Figure 1. Power grid (run 1).
Bar = 50 um. Pins as bars on the die edge.
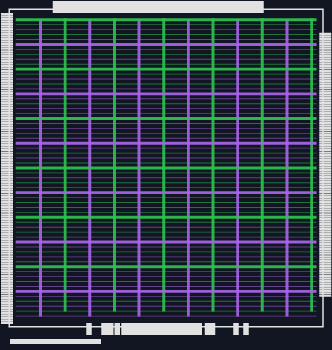
Figure 2. Cells coloured by class (run 1).
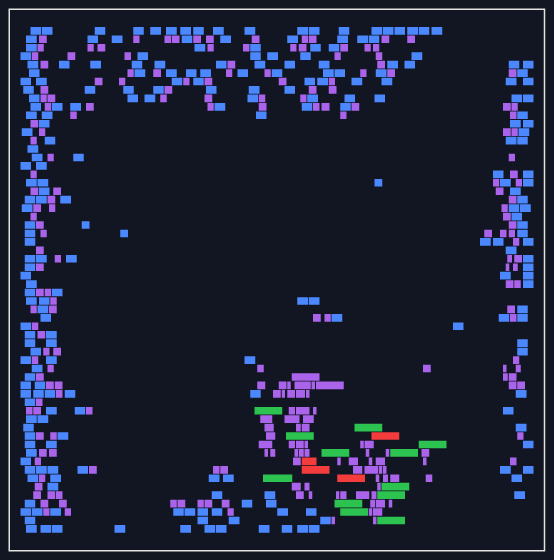
Figure 3. Routed clock nets over the placement (run 1).
Bar = 50 um.
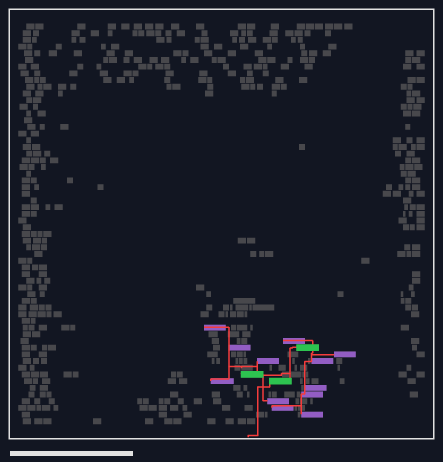
Design m55_arb, sky130hd; sources not shown.
==> out/qor.yml, run 1 <==
syn_area_um2: 2890
grt_max_degree: 53
grt_use_total: 0.0756
pre_cts_slack_ns: 3.07
grtUsageMet1: 0.0823
inv_count: 4
r2r_slack_ns: 3.77
cts-root-buf: "clkbuf_16"
nFillCells: 3069
ctsHoldBuffers: 0
antenna_found_initial: 0
grt_pass1_wl_um: 17700
required_ns: 5.85
post_drt_wl_per_cell_um: 15.3
rr_worst_depth: 9
logic_gate_count: 220
topCellsByArea: "buf_4, a22oi_1, nor2b_1"
finalNetCount: 713
yosys.area_share.simple: 0.227
synthFlopType: "dfrtp_1"
comb_area_um2: 1530
report.power.total_mw: 1.55
sh_comb_area: 0.320
path_cells: "inv_1 -> ha_4 -> buf_4 -> a22o_1 -> and3_1 -> clkdlybuf4s50_1"
yosysChipArea_um2: 2890
maxSlewHeadroom: 0.541
synth.most_common_cell: "buf_4"
highest_layer: "met4"
routed_wl_um: 12600
ir_drop_v: 0.000163
cts_sinks: 12
synth.avg_cell_area_um2: 7.37
mux_area_frac: 0
syn_to_final_growth_pct: 65.4
worstPathMaxFanout: 52
drtIter0Drc: 118
tightestPinTransition_ns: 0.688
synthCells: 392
cts_buffers: 3
n_antenna_cell: 1
synth_cell_type_count: 32
cts_tree: "yes"
tapCellCount: 341
ys_warn_count: 0
postSynthSeqShare: 0.104
warning_count: 29
path_class: "reg2out"
wl_met2_um: 6120
aoi_share: 0.248
drc: 0
topCombFamilyByArea: "buffers and inverters"
drv_slew: 0
max_freq_mhz: 276
cp.depth: 6
stdcell_count: 824
setup_slack_ns: 2.88
routabilityCongestion: 0.642
seq_cells: 12
cp-start-kind: "register"
post_cts_resized: 0
via_count: 2962
overflow: 0
synth_top_cell_by_area: "buf_4"
synthArstFlopShare: 1.00
ios: 432
setup_violations: 0
numPortBuffers: 239
timing.hold.ws_ns: 0.459
ys_cells: 392
hold_violations: 0
final-clk-cell-share: 0.0186
initCoreUtil: 0.107
xor_area_frac: 0.0182
first_pass_iters: 4
post_cts_buffers: 0
dieArea_um2: 29900
h-tree-depth: 1
outcome: "complete, no violations"
final_layout_size_suffix_gt1_frac: 0.0290
clkbuf_count: 4
clockBufferDepth: 2
cp-end-kind: "primary output"
top_cell_area_share: 0.333
regArea_um2: 302
cp.arrival_ns: 2.97
slowest_stage: "ha_4"
Notes on Figure 1 above:
purple -> VSS
green -> VDD
rows = 60
signal pins = 432
met1 rails = 61
met5 straps = 12
Core ar.: 27000 um^2
die width: 172 um

Notes on Figure 2 above:
green -> flops  # cells 12
purple -> combinational and other logic  # cells 224
red -> clock drivers and dummy loads  # cells 4
blue -> other buffers and delay cells  # cells 242
Final Util: 0.177
fin area: 4780 um^2
Seq area share: 0.0631
Site Rows: 60

Notes on Figure 3 above:
red -> clock wires  # length 205 um
purple -> flip-flops  # count 12
green -> clock drivers  # count 3
routed clock nets = 4
clk_skew: 0.00129 ns
Clk pwr share: 0.081

[run 1: report_power, final]
group	leakage [nW]	switching, mW	internal, mW
logic	1.35	0.623	0.694
clock network	0.0442	0.0334	0.0930
registers	0.161	0.0176	0.0905
total	1.55	0.674	0.878
[run 1: placed cells by master (no fill, tap or decap), types with 2 or more instances in the layout]
master,n
nand2_1,10
nand3_1,5
buf_4,3
a21o_1,3
nor2b_1,76
xor2_1,2
inv_1,4
ha_1,3
clkbuf_16,3
dfrtp_1,11
nand4_1,2
ha_4,2
clkdlybuf4s50_1,239
a22oi_1,79
o21ai_0,6
nor2_1,12
and3_1,2
xnor2_1,4
## Run 2: what changed since run 1
ABC_CLOCK_PERIOD_IN_PS = 2900   (was 6500)
CORE_AREA = 3 3 168 170   (was 3 3 169 171)
DIE_AREA = 0 0 171 173   (was 0 0 172 174)
clock period = 2.9 ns   (was 6.5 ns; I/O delays follow)
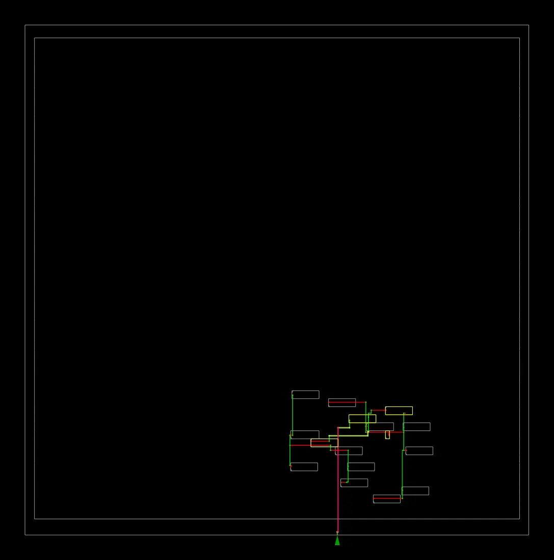
Figure 4: run 2, the clock network.
clock group total power: 257 uW
clock buf count: 4

==> run 2 against run 1 <==
Final area is 1.4% higher. Worst setup slack worse by 2.7 ns. Critical endpoint unchanged. Area after synthesis stayed put. Count of clock-buffer cells in the layout stayed put. Combinational power is 130% higher. Utilization is 0.35 points higher. Sequential share of layout area is 0.090 points lower. First-iteration DRC count is 47% higher. Global-route usage is 0.60 points higher. Cell count is 0.61% higher. Critical path type unchanged.
==> out/qor.yml, run 2 <==
post_drt_wl_per_cell_um: 16.2  # was 15.3 um
routabilityCongestion: 0.741  # was 0.642
r2r_slack_ns: 0.56  # was 3.77 ns
use_met3: 0.0272  # was 0.0184
slowest_stage: "clkdlybuf4s50_1"  # was ha_4
required_ns: 2.61  # was 5.85 ns
combPwrFrac: 0.859  # was 0.849
ys_warn_count: 0  # unchanged
final-clk-cell-share: 0.0163  # was 0.0186
die_w_um: 171  # was 172 um
path_class: "reg2out"  # unchanged
worstPathMaxFanout: 18  # was 52
h-tree-depth: 1  # unchanged
synth.avg_cell_area_um2: 7.37  # unchanged
tightestPinTransition_ns: 0.514  # was 0.688 ns
via_count: 2990  # was 2962
cp-end-kind: "primary output"  # unchanged
overflow: 0  # unchanged
antenna_found_initial: 2  # was 0
synth.most_common_cell: "buf_4"  # unchanged
drc: 0  # unchanged
sh_comb_area: 0.316  # was 0.320
synthArstFlopShare: 1.00  # unchanged
synthCells: 392  # unchanged
top_cell_area_share: 0.333  # unchanged
final_common_cell: "clkdlybuf4s50_1"  # unchanged
met3_wirelength_um: 1290  # was 1080 um
yosysChipArea_um2: 2890  # unchanged
rr_worst_depth: 9  # unchanged
switching_share: 0.431  # was 0.434
highest_layer: "met5"  # was met4
max_freq_mhz: 370
cts_tree: "yes"  # unchanged
syn_to_final_growth_pct: 67.7  # was 65.4%
grt_max_degree: 40  # was 53
buffers: 247  # was 242
comb_area_um2: 1530  # about the same
internal-power_mw: 2.02  # was 878 uW
logic_gate_count: 220  # unchanged
final_layout_size_suffix_gt1_frac: 0.0390  # was 0.0290
cp-start-kind: "register"  # unchanged
nFillCells: 3057  # was 3069
synth_nets: 622  # unchanged
grt_pass1_wl_um: 19000  # was 17700 um
ctsHoldBuffers: 0  # unchanged
path_cells: "inv_1 -> ha_4 -> a22oi_1 -> nor2b_1 -> a22oi_2 -> and3_1 -> clkdlybuf4s50_1"  # was inv_1 -> ha_4 -> buf_4 -> a22o_1 -> and3_1 -> clkdlybuf4s50_1
topCellsByArea: "buf_4, a22oi_1, nor2b_1"  # unchanged
aoi_share: 0.248  # unchanged
drtIter0Drc: 174  # was 118
regArea_um2: 302  # unchanged
stdcell_count: 829  # was 824
clkLatencyLatePin_ns: 0.24  # about the same
synthFlopType: "dfrtp_1"  # unchanged
tapCellCount: 341  # unchanged
first_pass_iters: 4  # unchanged
top_cells_by_count: "buf_4, a22oi_1, nor2b_1, clkbuf_1, nor2_1"  # unchanged
min_period_ns: 2.70
row_count: 60  # unchanged
clockBufferDepth: 2  # unchanged
warning_count: 29  # unchanged
n_antenna_cell: 1  # unchanged
seq_cells: 12  # unchanged
maxSlewHeadroom: 0.657  # was 0.541
finalNetCount: 718  # was 713
synth_top_cell_by_area: "buf_4"  # unchanged
grt_pass1_vias: 3122  # was 3138
post_cts_buffers: 0  # unchanged
sh_seq_area: 0.0622  # was 0.0631
topCombFamilyByArea: "buffers and inverters"  # unchanged
fin_util: 0.180  # was 0.177
finClkSkew_ns: 0.00283  # was 0.00129 ns
xor_area_frac: 0.0182  # unchanged
ir_drop_v: 0.000307  # was 0.000163 V
top_usage_layer: "met2"  # unchanged
seq_power_share: 0.069  # was 0.070
outcome: "complete, no violations"  # unchanged
mux_area_frac: 0  # unchanged
via_per_inst: 3.61  # was 3.59
postSynthSeqShare: 0.104  # unchanged
ios: 432  # unchanged
ys.flops: 12  # unchanged
ys_cells: 392  # unchanged
cts_buffers: 3  # unchanged
routed_wl_um: 13400  # was 12600 um
hold_violations: 0  # unchanged
report.power.total_mw: 3.55  # was 1.55 mW
cp.arrival_ns: 2.41  # was 2.97 ns
grt_use_total: 0.0816  # was 0.0756
power_frac_clock: 0.072  # was 0.081
yosys.area_share.simple: 0.227  # unchanged
hpwlAfterDp_um: 10600  # was 9910 um
pre_cts_slack_ns: 0.216  # was 3.07 ns
fin_setup_tns_ns: 0  # unchanged
setup_slack_ns: 0.197  # was 2.88 ns
initCoreUtil: 0.107  # about the same
dieArea_um2: 29600  # was 29900 um^2
post_cts_resized: 1  # was 0
buf_share: 0.514  # was 0.506
grtUsageMet1: 0.0883  # was 0.0823
p_sw_mw: 1.53  # was 674 uW
numPortBuffers: 239  # unchanged
mostFrequentLayoutCells: "clkdlybuf4s50_1, a22oi_1, nor2b_1"  # unchanged
syn_area_um2: 2890  # unchanged
drv_slew: 0  # unchanged
cp_slowest_stage_delay_ns: 0.53  # was 0.61 ns
synth_cell_type_count: 32  # unchanged
wl_met2_um: 6550  # was 6120 um
setup_violations: 0  # unchanged
final_area_um2: 4850  # was 4780 um^2
inv_count: 4  # unchanged
timing.hold.ws_ns: 0.383  # was 0.459 ns
cts_sinks: 12  # unchanged
coreArea_um2: 26900  # was 27000 um^2
p_leak_nw: 1.58  # was 1.55 nW
largest_register_ffs: 8  # unchanged
cts-root-buf: "clkbuf_16"  # unchanged
-- run 2: cell count changes in the layout (fill, tap and decap cells not counted), sizes merged --
cell	before	now
buf	3	8
-- run 2: power by group through the flow --
stage	combinational, mW	sequential (mW)	clock, mW
floorplan	1.73	0.231	0
global placement	3.12	0.251	0
detailed placement	3.08	0.248	0
CTS	3.10	0.246	0.266
global route	3.33	0.250	0.274
finish	3.05	0.244	0.257
-- run 2: worst max-delay path, delay by kind of cell (launching register included) --
kind	cells	cell delay, ns
AND/OR/NAND/NOR	2	0.29
adder cells (fa/ha/maj)	1	0.28
AND-OR/OR-AND	2	0.43
flip-flops	1	0.48
buffers and inverters	2	0.69
Power figures rest on the tool's default switching activity, not on a simulated workload.
